### Met2 routing

(4 px per um)
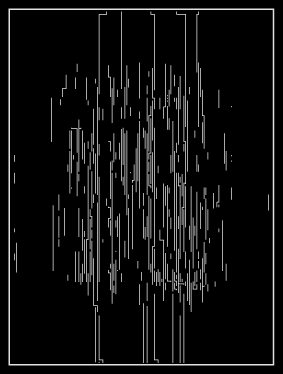
### Close-up of the layout

Window x 20 to 45, y 32 to 57 um. Cells in gray, sequential cells in the stronger gray; small squares are vias.
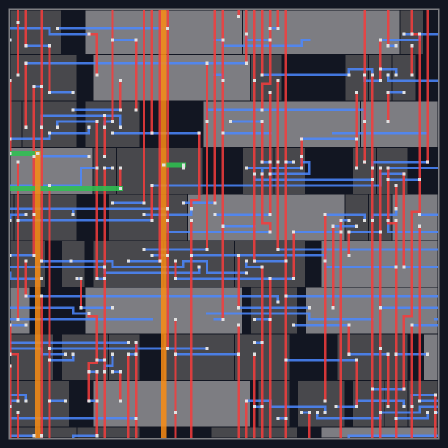
### Register map, names as in the netlist

(4 px per um) Other sequential cells in the stronger gray, the rest of the logic in the fainter gray.
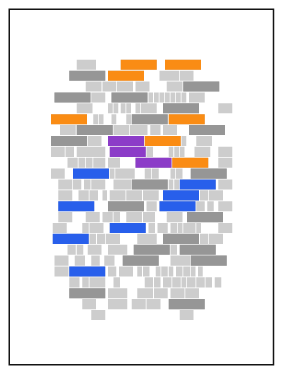
### Drive-strength map

(6 px per um)
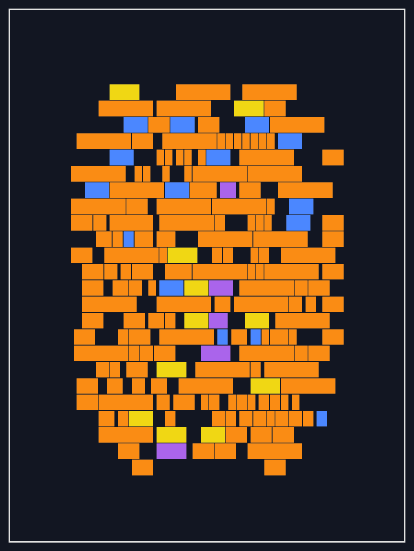
### Routing congestion

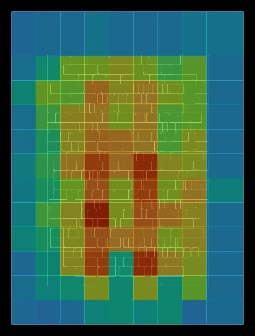
### src/rtl/bit_serial_pkg.sv
// Shared definitions for the bit-serial adder: FSM state encoding and default width.
package bit_serial_pkg;

    localparam int DEFAULT_WIDTH = 8;

    typedef enum logic [1:0] {
        IDLE  = 2'd0,
        SHIFT = 2'd1,
        DONE  = 2'd2
    } state_t;

endpackage

### src/rtl/full_adder_1b.sv
// Combinational 1-bit full-adder cell; the only arithmetic in the serial adder.
module full_adder_1b (
    input  logic a,
    input  logic b,
    input  logic ci,
    output logic s,
    output logic co
);

    assign s  = a ^ b ^ ci;
    assign co = (a & b) | (a & ci) | (b & ci);

endmodule

### src/rtl/bit_serial_adder.sv
// LSB-first bit-serial adder: one sum bit per clock through a single full-adder cell,
// registered WIDTH-bit sum and carry-out presented with a one-cycle done pulse.
module bit_serial_adder
    import bit_serial_pkg::*;
#(
    parameter int WIDTH = DEFAULT_WIDTH
) (
    input  logic             clk,
    input  logic             rst_n,
    input  logic             start,
    input  logic [WIDTH-1:0] a,
    input  logic [WIDTH-1:0] b,
    input  logic             cin,
    output logic             busy,
    output logic             done,
    output logic [WIDTH-1:0] sum,
    output logic             cout
);

    localparam int CW = $clog2(WIDTH);
    localparam logic [CW-1:0] CNT_LAST = CW'(WIDTH - 1);

    state_t           state;
    state_t           state_nxt;
    logic [WIDTH-1:0] a_sh;
    logic [WIDTH-1:0] b_sh;
    logic [WIDTH-1:0] acc;
    logic             carry;
    logic [CW-1:0]    cnt;
    logic             s_bit;
    logic             co_bit;
    logic             load;
    logic             last;

    full_adder_1b u_fa (
        .a  (a_sh[0]),
        .b  (b_sh[0]),
        .ci (carry),
        .s  (s_bit),
        .co (co_bit)
    );

    // NOTE: every output of this block gets a default first, so no path can infer a latch.
    always_comb begin
        state_nxt = state;
        load      = 1'b0;
        last      = 1'b0;
        case (state)
            IDLE: begin
                if (start) begin
                    load      = 1'b1;
                    state_nxt = SHIFT;
                end
            end
            SHIFT: begin
                if (cnt == CNT_LAST) begin
                    last      = 1'b1;
                    state_nxt = DONE;
                end
            end
            DONE: begin
                if (start) begin
                    load      = 1'b1;
                    state_nxt = SHIFT;
                end else begin
                    state_nxt = IDLE;
                end
            end
            default: state_nxt = IDLE;
        endcase
    end

    // NOTE: sequential state uses non-blocking assignments so all flops update from pre-edge values.
    always_ff @(posedge clk or negedge rst_n) begin
        if (!rst_n) begin
            state <= IDLE;
        end else begin
            state <= state_nxt;
        end
    end

    // acc needs no clearing on load: WIDTH shifts overwrite every bit before it is used.
    always_ff @(posedge clk or negedge rst_n) begin
        if (!rst_n) begin
            a_sh  <= '0;
            b_sh  <= '0;
            acc   <= '0;
            carry <= 1'b0;
            cnt   <= '0;
            sum   <= '0;
            cout  <= 1'b0;
        end else if (load) begin
            a_sh  <= a;
            b_sh  <= b;
            carry <= cin;
            cnt   <= '0;
        end else if (state == SHIFT) begin
            a_sh  <= a_sh >> 1;
            b_sh  <= b_sh >> 1;
            carry <= co_bit;
            acc   <= {s_bit, acc[WIDTH-1:1]};
            cnt   <= cnt + CW'(1);
            if (last) begin
                sum  <= {s_bit, acc[WIDTH-1:1]};
                cout <= co_bit;
            end
        end
    end

    assign busy = (state == SHIFT);
    assign done = (state == DONE);

endmodule

### config.mk
export PLATFORM = sky130hd
export DESIGN_NAME = bit_serial_adder
export DESIGN_NICKNAME = d
export VERILOG_FILES = /design/src/rtl/bit_serial_pkg.sv /design/src/rtl/full_adder_1b.sv /design/src/rtl/bit_serial_adder.sv
export SDC_FILE = /design/constraint.sdc
export NUM_CORES = 1
export LEC_CHECK = 0
export ABC_CLOCK_PERIOD_IN_PS = 3700
export CAP_MARGIN = 5
export CORE_ASPECT_RATIO = 1.5
export CORE_MARGIN = 10
export CORE_UTILIZATION = 55
export CTS_CLUSTER_SIZE = 25
export DETAILED_ROUTE_END_ITERATION = 7
export GPL_ROUTABILITY_DRIVEN = 1
export GPL_TIMING_DRIVEN = 0
export PLACE_DENSITY = 0.83
export SYNTH_ARGS = -nofsm -noshare
export SYNTH_HDL_FRONTEND = slang
export SYNTH_SLANG_ARGS = --single-unit
### constraint.sdc
create_clock -name clk -period 3.7 [get_ports clk]
set_input_delay 1.11 -clock clk [delete_from_list [all_inputs] [get_ports clk]]
set_output_delay 1.11 -clock clk [all_outputs]
set_load 0.1 [all_outputs]
==> CHANGELOG.md <==
### Physical design

* CTS tree: done
* Worst Tran Pin Value at between 0.9 and 1 ns
* Sw frac at 46.2%
* Layout Area Growth over Synthesis at 24.8%
* Syn avg cell area at between 10 and 15 um2
* CP Launch Point: state[1]
* Input/output buffers at 30
* Register share after synthesis at between 50% and 60%
* Initial antenna violation count at 0
* CTS Hold Buffers Added at 0
* Logic family by area: simple AND/OR/NAND/NOR gates
* DP Area at ~2100 um2
* Grt total ovfl at 0
* Crit-path leading delay family: buffers and inverters
* Worst clock skew at around 0.0060 ns
* Vias in the first global route at 1323
* Init Core Util at 57.9%
* Log Warnings at 26
* Adder share at 2.62%
* Hold_ws at 0.471 ns
* Cell Pwr Density at 1000 nW/um2
* Logic gate share of total power at a little over half
* Post-cts resize count at 0
* Hold path start: acc[1]
* Max Fclk at ~290 MHz
* Basic Gates by Area at between 10% and 20%
* Worst Setup End Kind: output pin
* Hold Path Class: register to register
* CP cell instances: nand2b_4 > clkinv_4 > buf_2 > clkdlybuf4s50_1
* Die area at slightly below 6000 um2
* Synth flops at 38
* Worst stage delay on the critical path at 1.17 ns
* Met2 wire length at around 1.8 mm
* Post-CTS setup buffer count at 0
* Compound Share, Synth at approximately a tenth
* CTS sink cnt at 38
* 1st-iter DRT viols at roughly 44
* Ys cells at 151
* Synth Cell Area at ~1700 um2
* Fillcell total at around 200
* Max Fanout on Critical Path at 10
* Row count at 24
* Max_cap viols at 0
* Core footprint at 2970 um2
* GPL Wtd Cong at ~0.78
* Highest layer used for signal routing: met4
* H-tree depth at 2
* Clock share of power at around 13%
* Min Clock Period, post-route at ~3.4 ns
* RSZ-0062 raised after global routing: false
* Crit Path Category: register to output pin
* CTS root buf: clkbuf_8
* Clk ins delay skew pair at ~0.29 ns
* CTS clk-pin slew, worst paths at roughly 0.070 ns
* I/O pin count at 31
* Num CTS Buffers at 5
* Antenna Diode Count at 0
* Final setup viols at 0
* Pleak at between 0.0009 and 0.001 uW
* Post-route cell area at ~2100 um2
* Routed metal-1 wire length at roughly 1.4 mm
* Die height at between 80 and 90 um
* Internal at roughly 1200 uW
* MUX share of area at 11.3%
* Slew headroom at around 34%
* Clock buffer depth at 2
* RR Startpoint: cnt[0]
* Setup TNS at 0 ns
* Final Max Slew Viols at 0
* DRC violations left at 0
* Post-layout nets at around 210
* Status: completed
* Synth unique cells at 24
* Hpwl dp at around 2.5 mm
* Worst VDD drop at 0.750 mV
* Syn. warnings at 0
* Critical Path AT at around 2.3 ns
* Gate Count Post-Synth at about 150
* Routed wl met3 at between 200 and 250 um
* Flop pwr share at roughly 35%
* Final Hold Fails at 0
* Vias per inst at roughly 5.4
* P_sw at roughly 990 uW
* First-pass GRT wire length at 6.01 mm
* Worst Path Required at roughly 2.6 ns
* Floorplan Nets at roughly 170
* Cycle use final at 93.1%
* Xor/xnor share at 0%
-- 'Met2 routing' (at the start) --
wire length on this layer = 1780 um
share of all routed wire = 51%
main direction = vertical
nets with wire on the layer = 179
met2 Track Usage GR: 22.0%
via count: 1218
Total Wirelength: 3.48 mm

-- 'Close-up of the layout' (at the start) --
blue -> metal 1
orange -> metal 4
red -> metal 2
green -> metal 3
netlist names of flops here include = a_sh (4), cnt (3), state (2)
sequential cells in the window = 10
cells with their middle in the window = 47
most frequent = dfrtp_1 (10), nand2_1 (6), mux2i_1 (4)

-- 'Register map, names as in the netlist' (at the start) --
purple -> cnt  # flops 3
orange -> acc  # flops 7
blue -> a_sh  # flops 8
not colored = 20
sequential cell area: 951 um2
Seq area share: 44.3%
Final Core Density: 72.2%

-- 'Drive-strength map' (at the start) --
yellow -> _6 and larger  # cells 11, share 5.9%
blue -> _2 cells  # cells 15, share 8.0%
purple -> _3 and _4 cells  # cells 5, share 2.7%
orange -> _0 and _1 cells  # cells 156, share 83%

-- 'Routing congestion' (at the start) --
Global Route met1 Usage: 14.4%
global route hottest layer: met2
aggregate global-route resource usage: 13.2%
GRT met3 Usage: 4.18%
WL/cell: 15.4 um

-- worst min-delay path, stage by stage, from the launching register on --
cell     delay, ns
dfrtp_1       0.34
nand2_1       0.05
nand2_1       0.05
-- worst paths after layout --
| check | end | slack [ns] | depth (start not counted) |
|---|---|---|---|
| min reg2reg | acc[1] | 0.47 | 2 |
| max reg2reg | cnt[2] | 2.19 | 4 |
| max in group asynchronous | acc[6] | 2.27 | 1 |
| min in group asynchronous | b_sh[4] | 0.91 | 1 |
| max | busy | 0.26 | 4 |
| min | acc[1] | 0.47 | 2 |
-- layout by cell type (no fill, tap or decap), drive strengths merged --
master	Yosys	layout
nand2	23	23
inv	1	1
nand3	3	3
ha	2	2
clkinv	1	1
mux2i	7	7
and2b	1	1
o22ai	8	8
nor3	8	8
fa	1	1
a211oi	6	6
o21ai	3	3
nand2b	2	2
nor2	10	10
clkdlybuf4s50	0	29
nor2b	7	7
buf	9	10
dfrtp	38	38
mux2	11	11
a22oi	1	1
a21oi	6	6
a22o	3	3
clkbuf	0	6
-- Yosys cell counts (all sizes together) --
| cell | count | area (um2) |
|---|---|---|
| nor3 | 8 | 40.0 |
| ha | 2 | 25.0 |
| nand2 | 23 | 93.8 |
| mux2i | 7 | 70.1 |
| o22ai | 8 | 50.1 |
| nor2 | 10 | 37.5 |
| nand2b | 2 | 27.5 |
| and2b | 1 | 7.51 |
| fa | 1 | 20.0 |
| a211oi | 6 | 45.0 |
| nor2b | 7 | 43.8 |
| dfrtp | 38 | 951 |
| a22oi | 1 | 7.51 |
| clkinv | 1 | 8.76 |
| nand3 | 3 | 15.0 |
| inv | 1 | 3.75 |
| a22o | 3 | 26.3 |
| mux2 | 11 | 124 |
| buf | 9 | 78.8 |
| a21oi | 6 | 30.0 |
| o21ai | 3 | 15.0 |
-- through the flow --
step	power (uW)	std cells	setup slack (ns)	util, %
2_1_floorplan	1610	151	0.707	-
3_3_place_gp	1840	220	0.601	69.6
3_5_place_dp	1890	220	0.574	69.4
4_1_cts	2170	226	0.252	72.2
5_1_grt	2300	226	0.172	72.2
6_report	2150	226	0.257	72.2
-- area by class of cell --
| type | count | area (um2) | share of cell area (%) |
|---|---|---|---|
| Multi-Input combinational cell | 102 | 678 | 31.6 |
| Timing Repair Buffer | 30 | 295 | 13.8 |
| Inverter | 2 | 12.5 | 0.583 |
| Buffer | 9 | 78.8 | 3.67 |
| Clock buffer | 6 | 82.6 | 3.85 |
| Sequential cell | 38 | 951 | 44.3 |
| Tap cell | 39 | 48.8 | 2.27 |
-- registers in the layout (all words and copies together), names as in the netlist --
signal,count
a_sh,8
b_sh,8
sum,8
acc,7
cnt,3
state,2
carry,1
cout,1
-- power by group through the flow --
| stage | clock, uW | sequential [uW] | combinational (uW) |
|---|---|---|---|
| after floorplan | 0 | 1060 | 546 |
| after global placement | 0 | 736 | 1100 |
| after detailed placement | 0 | 749 | 1140 |
| after CTS | 284 | 743 | 1150 |
| after global routing | 294 | 769 | 1230 |
| final | 276 | 743 | 1130 |
Power and IR drop assume default switching activity.
